==> run_1/ff_map.png <==
Scale bar: 50 µm.
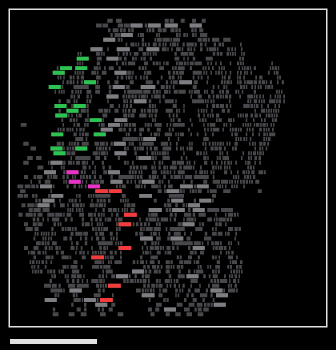
==> run_1/m2.png <==
Scale bar: 50 µm.
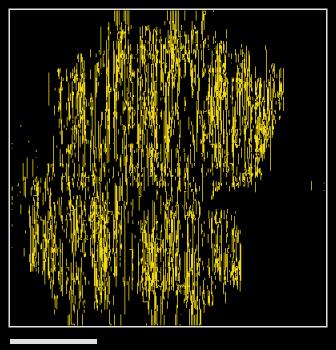
==> run_1/gates.png <==
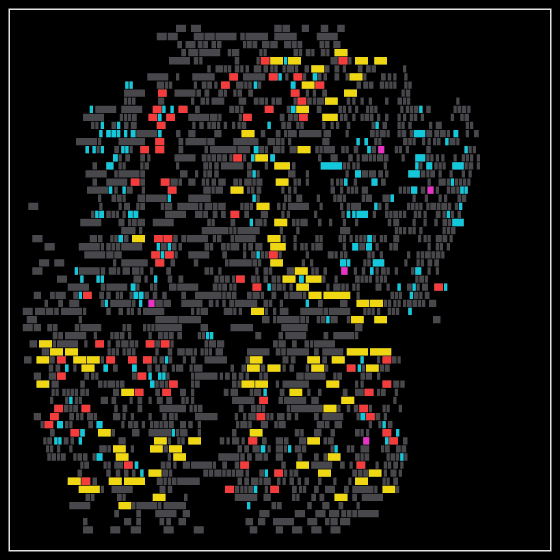
$ cat src/rtl/delay_param_sequencer.sv
`timescale 1ns/1ps
`default_nettype none
// ============================================================================
// Module      : delay_param_sequencer
// Description : Glides delay-effect control parameters toward accepted targets
//               one sample tick at a time; mode changes mute, switch, flush,
//               then fade back in.
// Revision    : 1.0 - initial release
// ============================================================================
module delay_param_sequencer #(
    parameter int ADDR_WIDTH  = 16,
    parameter int DELAY_STEP  = 4,
    parameter int FADE_STEP   = 2,
    parameter int RESET_DELAY = 4800
) (
    input  logic                  clk,
    input  logic                  reset,
    input  logic                  sample_valid,
    input  logic                  cfg_valid,
    output logic                  cfg_ready,
    input  logic [ADDR_WIDTH-1:0] target_delay,
    input  logic [7:0]            target_feedback,
    input  logic [7:0]            target_effect,
    input  logic                  target_mode,
    output logic [ADDR_WIDTH-1:0] delay_samples,
    output logic [7:0]            feedback_amount,
    output logic [7:0]            effect_amount,
    output logic                  mode,
    output logic                  busy
);

    localparam logic [2:0] c_st_idle     = 3'd0;
    localparam logic [2:0] c_st_fade_out = 3'd1;
    localparam logic [2:0] c_st_switch   = 3'd2;
    localparam logic [2:0] c_st_flush    = 3'd3;
    localparam logic [2:0] c_st_glide    = 3'd4;

    localparam logic [ADDR_WIDTH-1:0] c_reset_delay  = ADDR_WIDTH'(RESET_DELAY);
    localparam logic [ADDR_WIDTH-1:0] c_delay_step   = ADDR_WIDTH'(DELAY_STEP);
    localparam logic [ADDR_WIDTH:0]   c_delay_step_w = (ADDR_WIDTH+1)'(DELAY_STEP);
    localparam logic [ADDR_WIDTH-1:0] c_cnt_one      = ADDR_WIDTH'(1);
    localparam logic [7:0]            c_fade_step    = 8'(FADE_STEP);
    localparam logic [8:0]            c_fade_step_w  = 9'(FADE_STEP);

    logic [2:0]            r_state;
    logic [2:0]            w_state_next;
    logic [ADDR_WIDTH-1:0] r_tgt_delay;
    logic [7:0]            r_tgt_fb;
    logic [7:0]            r_tgt_eff;
    logic                  r_tgt_mode;
    logic [ADDR_WIDTH-1:0] r_delay;
    logic [7:0]            r_fb;
    logic [7:0]            r_eff;
    logic                  r_mode;
    logic [ADDR_WIDTH-1:0] r_flush_cnt;
    logic                  w_cfg_ready;
    logic                  w_busy;
    logic                  w_accept;
    logic                  w_at_target;

    // Differences are taken one bit wider than the operands so they never wrap.
    function automatic logic [ADDR_WIDTH-1:0] f_step_delay(
        input logic [ADDR_WIDTH-1:0] cur,
        input logic [ADDR_WIDTH-1:0] tgt
    );
        logic [ADDR_WIDTH:0] diff;
        if (tgt >= cur) begin
            diff = {1'b0, tgt} - {1'b0, cur};
            f_step_delay = (diff <= c_delay_step_w) ? tgt : cur + c_delay_step;
        end else begin
            diff = {1'b0, cur} - {1'b0, tgt};
            f_step_delay = (diff <= c_delay_step_w) ? tgt : cur - c_delay_step;
        end
    endfunction

    function automatic logic [7:0] f_step_amount(
        input logic [7:0] cur,
        input logic [7:0] tgt
    );
        logic [8:0] diff;
        if (tgt >= cur) begin
            diff = {1'b0, tgt} - {1'b0, cur};
            f_step_amount = (diff <= c_fade_step_w) ? tgt : cur + c_fade_step;
        end else begin
            diff = {1'b0, cur} - {1'b0, tgt};
            f_step_amount = (diff <= c_fade_step_w) ? tgt : cur - c_fade_step;
        end
    endfunction

    assign w_at_target = (r_delay == r_tgt_delay) && (r_fb == r_tgt_fb) &&
                         (r_eff == r_tgt_eff);

    always_ff @(posedge clk) begin
        if (reset) begin
            r_state <= c_st_idle;
        end else begin
            r_state <= w_state_next;
        end
    end

    always_comb begin
        w_state_next = r_state;
        case (r_state)
            c_st_idle: begin
                if (w_accept) begin
                    w_state_next = (target_mode != r_mode) ? c_st_fade_out : c_st_glide;
                end
            end
            c_st_fade_out: begin
                if ((r_eff == 8'd0) && (r_fb == 8'd0)) begin
                    w_state_next = c_st_switch;
                end
            end
            c_st_switch: begin
                w_state_next = c_st_flush;
            end
            c_st_flush: begin
                if (r_flush_cnt == r_tgt_delay) begin
                    w_state_next = c_st_glide;
                end
            end
            c_st_glide: begin
                if (w_at_target) begin
                    w_state_next = c_st_idle;
                end
            end
            default: begin
                w_state_next = c_st_idle;
            end
        endcase
    end

    always_comb begin
        w_cfg_ready = (r_state == c_st_idle);
        w_busy      = (r_state != c_st_idle);
        w_accept    = cfg_valid && w_cfg_ready;
    end

    // Datapath: targets, parameter outputs and the flush counter.
    always_ff @(posedge clk) begin
        if (reset) begin
            r_tgt_delay <= c_reset_delay;
            r_tgt_fb    <= 8'd0;
            r_tgt_eff   <= 8'd0;
            r_tgt_mode  <= 1'b0;
            r_delay     <= c_reset_delay;
            r_fb        <= 8'd0;
            r_eff       <= 8'd0;
            r_mode      <= 1'b0;
            r_flush_cnt <= '0;
        end else begin
            if (w_accept) begin
                r_tgt_delay <= target_delay;
                r_tgt_fb    <= target_feedback;
                r_tgt_eff   <= target_effect;
                r_tgt_mode  <= target_mode;
            end
            case (r_state)
                c_st_fade_out: begin
                    if (sample_valid) begin
                        r_fb  <= f_step_amount(r_fb, 8'd0);
                        r_eff <= f_step_amount(r_eff, 8'd0);
                    end
                end
                c_st_switch: begin
                    // Wet path is silent here, so the delay may jump.
                    r_mode      <= r_tgt_mode;
                    r_delay     <= r_tgt_delay;
                    r_flush_cnt <= '0;
                end
                c_st_flush: begin
                    if (sample_valid && (r_flush_cnt != r_tgt_delay)) begin
                        r_flush_cnt <= r_flush_cnt + c_cnt_one;
                    end
                end
                c_st_glide: begin
                    if (sample_valid) begin
                        r_delay <= f_step_delay(r_delay, r_tgt_delay);
                        r_fb    <= f_step_amount(r_fb, r_tgt_fb);
                        r_eff   <= f_step_amount(r_eff, r_tgt_eff);
                    end
                end
                default: begin
                end
            endcase
        end
    end

    assign cfg_ready       = w_cfg_ready;
    assign busy            = w_busy;
    assign delay_samples   = r_delay;
    assign feedback_amount = r_fb;
    assign effect_amount   = r_eff;
    assign mode            = r_mode;

endmodule
`default_nettype wire

$ cat config.mk
export PLATFORM = sky130hd
export DESIGN_NAME = delay_param_sequencer
export DESIGN_NICKNAME = d
export VERILOG_FILES = /design/src/rtl/delay_param_sequencer.sv
export SDC_FILE = /design/constraint.sdc
export NUM_CORES = 1
export LEC_CHECK = 0
export ABC_AREA = 1
export CAP_MARGIN = 10
export CORE_MARGIN = 4
export CORE_UTILIZATION = 31
export CTS_CLUSTER_DIAMETER = 150
export DETAILED_ROUTE_END_ITERATION = 7
export PLACE_DENSITY_LB_ADDON = 0.3
export SYNTH_ARGS = -nofsm -noshare
export SYNTH_HDL_FRONTEND = slang
export SYNTH_SLANG_ARGS = --single-unit
export TNS_END_PERCENT = 10
$ cat constraint.sdc
create_clock -name clk -period 3 [get_ports clk]
set_input_delay 0.6 -clock clk [delete_from_list [all_inputs] [get_ports clk]]
set_output_delay 0.6 -clock clk [all_outputs]
set_load 0.1 [all_outputs]
==> flow_results.xml, run 1 <==
<?xml version="1.0" encoding="UTF-8"?>
<metrics>
  <group name="outcome">
    <metric name="outcome" unit="">completed</metric>
  </group>
  <group name="setup_path">
    <metric name="critical_path.startpoint" unit="">delay_samples[10]</metric>
    <metric name="reg2regPathDepth" unit="">17</metric>
    <metric name="timing.critical_path.to_type" unit="">flop</metric>
    <metric name="cp.required" unit="ps">3240</metric>
    <metric name="crit_path_max_fanout" unit="">22</metric>
    <metric name="critical_path.reg2reg.endpoint" unit="">delay_samples[1]</metric>
    <metric name="setup_crit_path_kind" unit="">reg -&gt; reg</metric>
    <metric name="cp.depth" unit="">17</metric>
    <metric name="startpoint_type" unit="">flop</metric>
    <metric name="timing.critical_path.slowest_stage_cell" unit="">ha_2</metric>
    <metric name="cp_cell_sequence" unit="">inv_1, ha_2, nand2_1, nor2_2, inv_2, nor2_2, nand2_1, nand3_2, nor2_1, nor2_2, nand2_2, nor2_8, nand2_4, o211ai_2, nand3_1, nand2_1, nor2_1</metric>
  </group>
  <group name="floorplan">
    <metric name="num_rows" unit="">63</metric>
    <metric name="die_h" unit="µm">182</metric>
    <metric name="initial_utilization" unit="%">31.5</metric>
    <metric name="placeable_core_region" unit="µm²">29700</metric>
    <metric name="ios" unit="">72</metric>
  </group>
  <group name="cells_and_area">
    <metric name="layout.buffer.nonclock.area_share" unit="%">9.93</metric>
    <metric name="multiInputGateArea" unit="µm²">6500</metric>
    <metric name="clock_area_share" unit="%">2.64</metric>
    <metric name="layout-drive-gt1-share" unit="%">11.5</metric>
    <metric name="sh_seq_area" unit="%">15.6</metric>
    <metric name="final_area" unit="µm²">11100</metric>
    <metric name="seq_cells" unit="">85</metric>
    <metric name="layout.area.top_class" unit="">multi-input combinational cells</metric>
    <metric name="filler_cell_count" unit="">3254</metric>
    <metric name="antenna_diode_count" unit="">0</metric>
    <metric name="seq_area" unit="µm²">1740</metric>
  </group>
  <group name="timing">
    <metric name="max_slew.worst_pin.slew" unit="ps">602</metric>
    <metric name="fmaxAchievable" unit="GHz">0.364</metric>
    <metric name="final.setup_skew" unit="ps">12.8</metric>
    <metric name="max_slew_margin" unit="%">59.5</metric>
    <metric name="period_used_share" unit="%">91.6</metric>
    <metric name="finalSetupViolCount" unit="">0</metric>
    <metric name="rsz0062_at_grt" unit="">no</metric>
  </group>
  <group name="synth">
    <metric name="synth_cell_type_count" unit="">44</metric>
    <metric name="yosys.stat.seqShare" unit="%">18.2</metric>
    <metric name="most_used_dff_post_synth" unit="">dfxtp_1</metric>
    <metric name="synth-edff-count" unit="">0</metric>
    <metric name="chip_area_yosys" unit="µm²">9350</metric>
    <metric name="post-synth-top-count-cell" unit="">nand2_1</metric>
    <metric name="post_synth_inst_count" unit="">1570</metric>
    <metric name="synthesis.yosys.warnings" unit="">0</metric>
    <metric name="synth.top_cells.by_area" unit="">dfxtp_1, nand2_1, ha_1</metric>
    <metric name="synthArstFlopShare" unit="%">0</metric>
    <metric name="ys_top_cells_by_count" unit="">nand2_1, inv_1, nand3_1, a21oi_1, nor2_1</metric>
    <metric name="postSynthRegisterBits" unit="">85</metric>
    <metric name="synth_largest_type_area_fraction" unit="%">18.2</metric>
  </group>
  <group name="detailed_routing">
    <metric name="vias" unit="">10100</metric>
    <metric name="wirelength" unit="mm">30.8</metric>
    <metric name="vias_per_cell" unit="">4.88</metric>
    <metric name="route.detailed.wl_per_inst" unit="µm">14.9</metric>
    <metric name="drtPass1Iterations" unit="">5</metric>
    <metric name="drtIter0Drc" unit="">614</metric>
    <metric name="post-route-drc-count" unit="">0</metric>
    <metric name="final_ant_viol_nets" unit="">0</metric>
  </group>
  <group name="min_path">
    <metric name="hold-path-cell-count" unit="">2</metric>
    <metric name="worstHoldPathType" unit="">reg -&gt; reg</metric>
    <metric name="hold_path.startpoint" unit="">feedback_amount[0]</metric>
    <metric name="timing.hold.worst_endpoint" unit="">feedback_amount[0]</metric>
  </group>
  <group name="clock_tree">
    <metric name="cts_tree" unit="">built</metric>
    <metric name="tritoncts_num_sinks" unit="">85</metric>
    <metric name="worst_skew_pair.late_latency" unit="ps">350</metric>
    <metric name="cts_setup_buffers" unit="">0</metric>
    <metric name="clock_slew_at_reported_path_ffs" unit="ps">70</metric>
    <metric name="post_cts_hold_buffer_count" unit="">0</metric>
  </group>
  <group name="global_route">
    <metric name="grt_antenna_before_repair" unit="">0</metric>
    <metric name="gr-total-overflow" unit="">0</metric>
    <metric name="maximum_number_of_pins_on_one_net_before_global_route_repair" unit="">30</metric>
  </group>
  <group name="run">
    <metric name="tool_warnings" unit="">68</metric>
    <metric name="drv_cap" unit="">0</metric>
  </group>
  <group name="place">
    <metric name="place_ws" unit="ps">32.6</metric>
    <metric name="post-dp-hpwl" unit="mm">25.1</metric>
    <metric name="placedInstanceArea" unit="µm²">10800</metric>
    <metric name="dp.cells" unit="">2055</metric>
  </group>
</metrics>
About ff_map.png:
Key: `r_flush_cnt` = green [sequential cells 16]; `r_state` = magenta [sequential cells 3]; `feedback_amount` = red [sequential cells 8]
Another 58 sequential cells are not coloured.

About m2.png:
The wires run mostly vertical. The layer carries 13,500 µm of wire. The layer holds 44% of the routed length. The longest straight run is 55.5 µm.

About gates.png:
Key: nor cells = cyan [cells 140, most used nor2_1]; and/or cells = magenta [cells 5]; xor and xnor cells = red [cells 71, most used xor2_1]; fa/ha/maj cells = yellow [cells 83, most used ha_1]

run 1: layer usage:
metal  global-route usage, %  share of wire, %
met5                       0                 0
met4                    5.16               2.2
met2                    29.1                44
met3                    2.30               4.8
met1                    25.9                49
run 1: tightest hold or removal path, stage by stage, from the launching register on:
cell and delay (ps):
dfxtp_2 340, nand2_1 60, a21oi_1 50
run 1: registers in the layout, summed over array words and instances (netlist names):
register and cells:
r_tgt_eff 8, r_tgt_mode 1, r_state 3, effect_amount 8
r_tgt_fb 8, delay_samples 16, r_tgt_delay 16, r_flush_cnt 16
mode 1, feedback_amount 8
run 1: cells by family after synthesis:
logic type | after synthesis | synth area share (%)
buf+inv | 305 | 12.7
simple gates | 758 | 35.3
flops | 85 | 18.2
xor+xnor | 71 | 6.65
fa+ha+maj | 83 | 11.4
compound gates | 268 | 15.7
==> run_1/m3.png <==
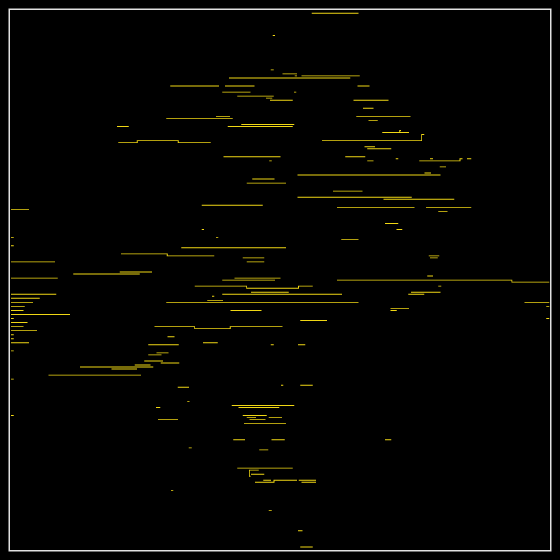

==> run 1 -> run 2 <==
--- a/config.mk
+++ b/config.mk
@@ -6,8 +6,7 @@
 export NUM_CORES = 1
 export LEC_CHECK = 0
 export ABC_AREA = 1
-export CAP_MARGIN = 10
-export CORE_MARGIN = 4
+export CORE_MARGIN = 2
 export CORE_UTILIZATION = 31
 export CTS_CLUSTER_DIAMETER = 150
 export DETAILED_ROUTE_END_ITERATION = 7
==> run_2/m3.png <==
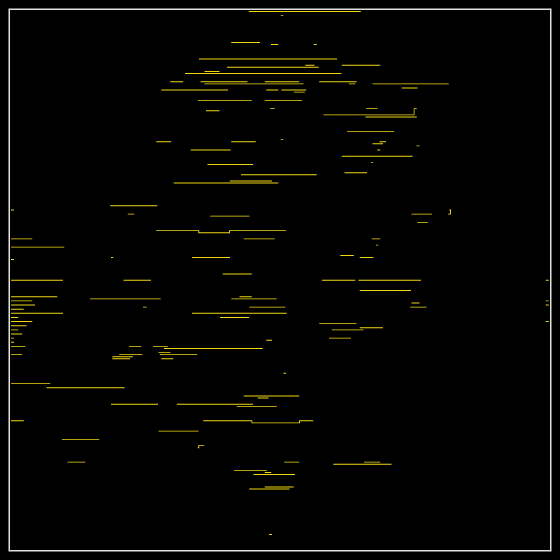
The layer carries 1,380 µm of wire. The wires run mostly horizontal. The longest straight run is 51.1 µm.

==> run_2/congestion_map.png <==
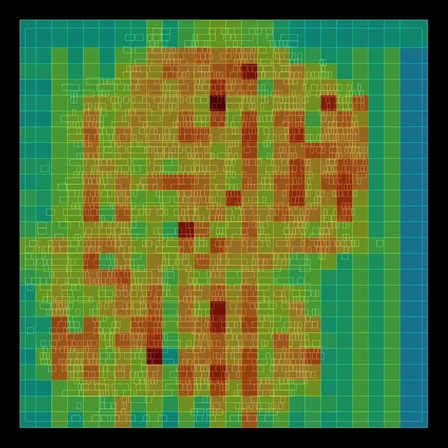
overall fraction of global-route tracks in use: 19.5%
met2 layer usage reported by global route: 31.4%
met1 track demand over resource: 27.3%

==> run 2 against run 1 <==
  * Global-route usage increased by 1.2 points
  * Cell area increased by 0.53%
  * Synthesized cell count unchanged
  * Die size decreased by 4.4%
  * Critical path depth decreased by 2
  * Utilization increased by 0.30 points
  * Critical endpoint is now effect_amount[6]
==> flow_results.xml, run 2 <==
<?xml version="1.0" encoding="UTF-8"?>
<metrics>
  <group name="synth">
    <metric name="post_synth_inst_count" unit="">1570</metric>
    <metric name="synth_largest_type_area_fraction" unit="%">18.2</metric>
    <metric name="most_used_dff_post_synth" unit="">dfxtp_1</metric>
    <metric name="synth.top_cells.by_area" unit="">dfxtp_1, nand2_1, ha_1</metric>
    <metric name="chip_area_yosys" unit="µm²">9350</metric>
    <metric name="synthArstFlopShare" unit="%">0</metric>
    <metric name="ys_top_cells_by_count" unit="">nand2_1, inv_1, nand3_1, a21oi_1, nor2_1</metric>
    <metric name="synth_cell_type_count" unit="">44</metric>
    <metric name="yosys.stat.seqShare" unit="%">18.2</metric>
    <metric name="synth-edff-count" unit="">0</metric>
    <metric name="synthesis.yosys.warnings" unit="">0</metric>
    <metric name="post-synth-top-count-cell" unit="">nand2_1</metric>
  </group>
  <group name="floorplan">
    <metric name="num_rows" unit="">63</metric>
    <metric name="placeable_core_region" unit="µm²">29600</metric>
    <metric name="ios" unit="">72</metric>
    <metric name="initial_utilization" unit="%">31.5</metric>
    <metric name="die_h" unit="µm">178</metric>
    <metric name="die-area" unit="µm²">31600</metric>
  </group>
  <group name="detailed_routing">
    <metric name="post-route-drc-count" unit="">0</metric>
    <metric name="topRoutingLayerUsed" unit="">met4</metric>
    <metric name="drtPass1Iterations" unit="">5</metric>
    <metric name="wl_met1" unit="mm">15.1</metric>
    <metric name="route.detailed.wl_per_inst" unit="µm">14.8</metric>
    <metric name="route.met3.wl" unit="mm">1.38</metric>
    <metric name="wl_met2" unit="mm">13.7</metric>
    <metric name="final_ant_viol_nets" unit="">0</metric>
    <metric name="wirelength" unit="mm">30.7</metric>
    <metric name="vias" unit="">10100</metric>
    <metric name="drtIter0Drc" unit="">646</metric>
    <metric name="vias_per_cell" unit="">4.88</metric>
  </group>
  <group name="global_route">
    <metric name="grt_antenna_before_repair" unit="">0</metric>
    <metric name="gr-usage-met3" unit="%">2.38</metric>
    <metric name="gr-total-overflow" unit="">0</metric>
    <metric name="grt_busiest_layer" unit="">met2</metric>
    <metric name="maximum_number_of_pins_on_one_net_before_global_route_repair" unit="">30</metric>
  </group>
  <group name="timing">
    <metric name="fmaxAchievable" unit="GHz">0.357</metric>
    <metric name="finalSetupViolCount" unit="">0</metric>
    <metric name="final.setup_skew" unit="ps">16.6</metric>
    <metric name="max_slew.worst_pin.slew" unit="ps">531</metric>
    <metric name="rsz0062_at_grt" unit="">yes</metric>
    <metric name="max_slew_margin" unit="%">64.4</metric>
  </group>
  <group name="cells_and_area">
    <metric name="sh_seq_area" unit="%">15.5</metric>
    <metric name="seq_area" unit="µm²">1740</metric>
    <metric name="layout.buffer.nonclock.area_share" unit="%">10.2</metric>
    <metric name="finalNetCount" unit="">1803</metric>
    <metric name="layout.area.top_class" unit="">multi-input combinational cells</metric>
    <metric name="final_area" unit="µm²">11200</metric>
    <metric name="layout-drive-gt1-share" unit="%">11.9</metric>
    <metric name="multiInputGateArea" unit="µm²">6510</metric>
    <metric name="filler_cell_count" unit="">3304</metric>
    <metric name="clock_area_share" unit="%">2.66</metric>
    <metric name="antenna_diode_count" unit="">0</metric>
    <metric name="seq_cells" unit="">85</metric>
  </group>
  <group name="clock_tree">
    <metric name="cts_tree" unit="">built</metric>
    <metric name="post_cts_hold_buffer_count" unit="">0</metric>
    <metric name="cts_made_buffers" unit="">9</metric>
    <metric name="tritoncts_num_sinks" unit="">85</metric>
    <metric name="cts_setup_buffers" unit="">0</metric>
    <metric name="ctsHtreeMaxLevel" unit="">3</metric>
    <metric name="clock_slew_at_reported_path_ffs" unit="ps">70</metric>
    <metric name="worst_skew_pair.late_latency" unit="ps">360</metric>
  </group>
  <group name="outcome">
    <metric name="outcome" unit="">completed</metric>
  </group>
  <group name="setup_path">
    <metric name="cp_cell_sequence" unit="">clkinvlp_4, buf_4, fa_1, nand2_1, nand2_1, a21oi_1, xor2_1, nor2_1, nand3_1, buf_4, o21ai_0, nand2_1, nand3_1, nand2_1, a21oi_1</metric>
    <metric name="timing.critical_path.to_type" unit="">flop</metric>
    <metric name="timing.critical_path.slowest_stage_cell" unit="">dfxtp_2</metric>
    <metric name="crit_path_max_fanout" unit="">13</metric>
    <metric name="startpoint_type" unit="">flop</metric>
    <metric name="setup_crit_path_kind" unit="">reg -&gt; reg</metric>
    <metric name="cp.required" unit="ps">3290</metric>
  </group>
  <group name="min_path">
    <metric name="worstHoldPathType" unit="">reg -&gt; reg</metric>
  </group>
  <group name="place">
    <metric name="post-dp-hpwl" unit="mm">25.0</metric>
    <metric name="place_ws" unit="ps">31.4</metric>
    <metric name="placedInstanceArea" unit="µm²">10800</metric>
    <metric name="dp.cells" unit="">2060</metric>
  </group>
  <group name="run">
    <metric name="drv_cap" unit="">0</metric>
    <metric name="tool_warnings" unit="">69</metric>
  </group>
</metrics>
-- run 2: cell counts after synthesis --
Identical to the previous run, type by type.
-- run 2: cell families after synthesis --
| group | after synthesis | synth area share (%) |
|---|---|---|
| AOI/OAI and AO/OA | 268 | 15.7 |
| xor gates and xnor gates | 71 | 6.65 |
| adders and majority gates | 83 | 11.4 |
| buffers and inverters | 305 | 12.7 |
| DFF | 85 | 18.2 |
| and+or+nand+nor | 758 | 35.3 |
-- run 2: path summary, 6_finish.rpt --
| path | start | end | slack [ps] | cells past startpoint |
|---|---|---|---|---|
| max | effect_amount[1] | effect_amount[6] | 200 | 15 |
| max reg2reg | effect_amount[1] | effect_amount[6] | 200 | 15 |
| min reg2reg | r_tgt_mode | mode | 500 | 2 |
| min | r_tgt_mode | mode | 500 | 2 |
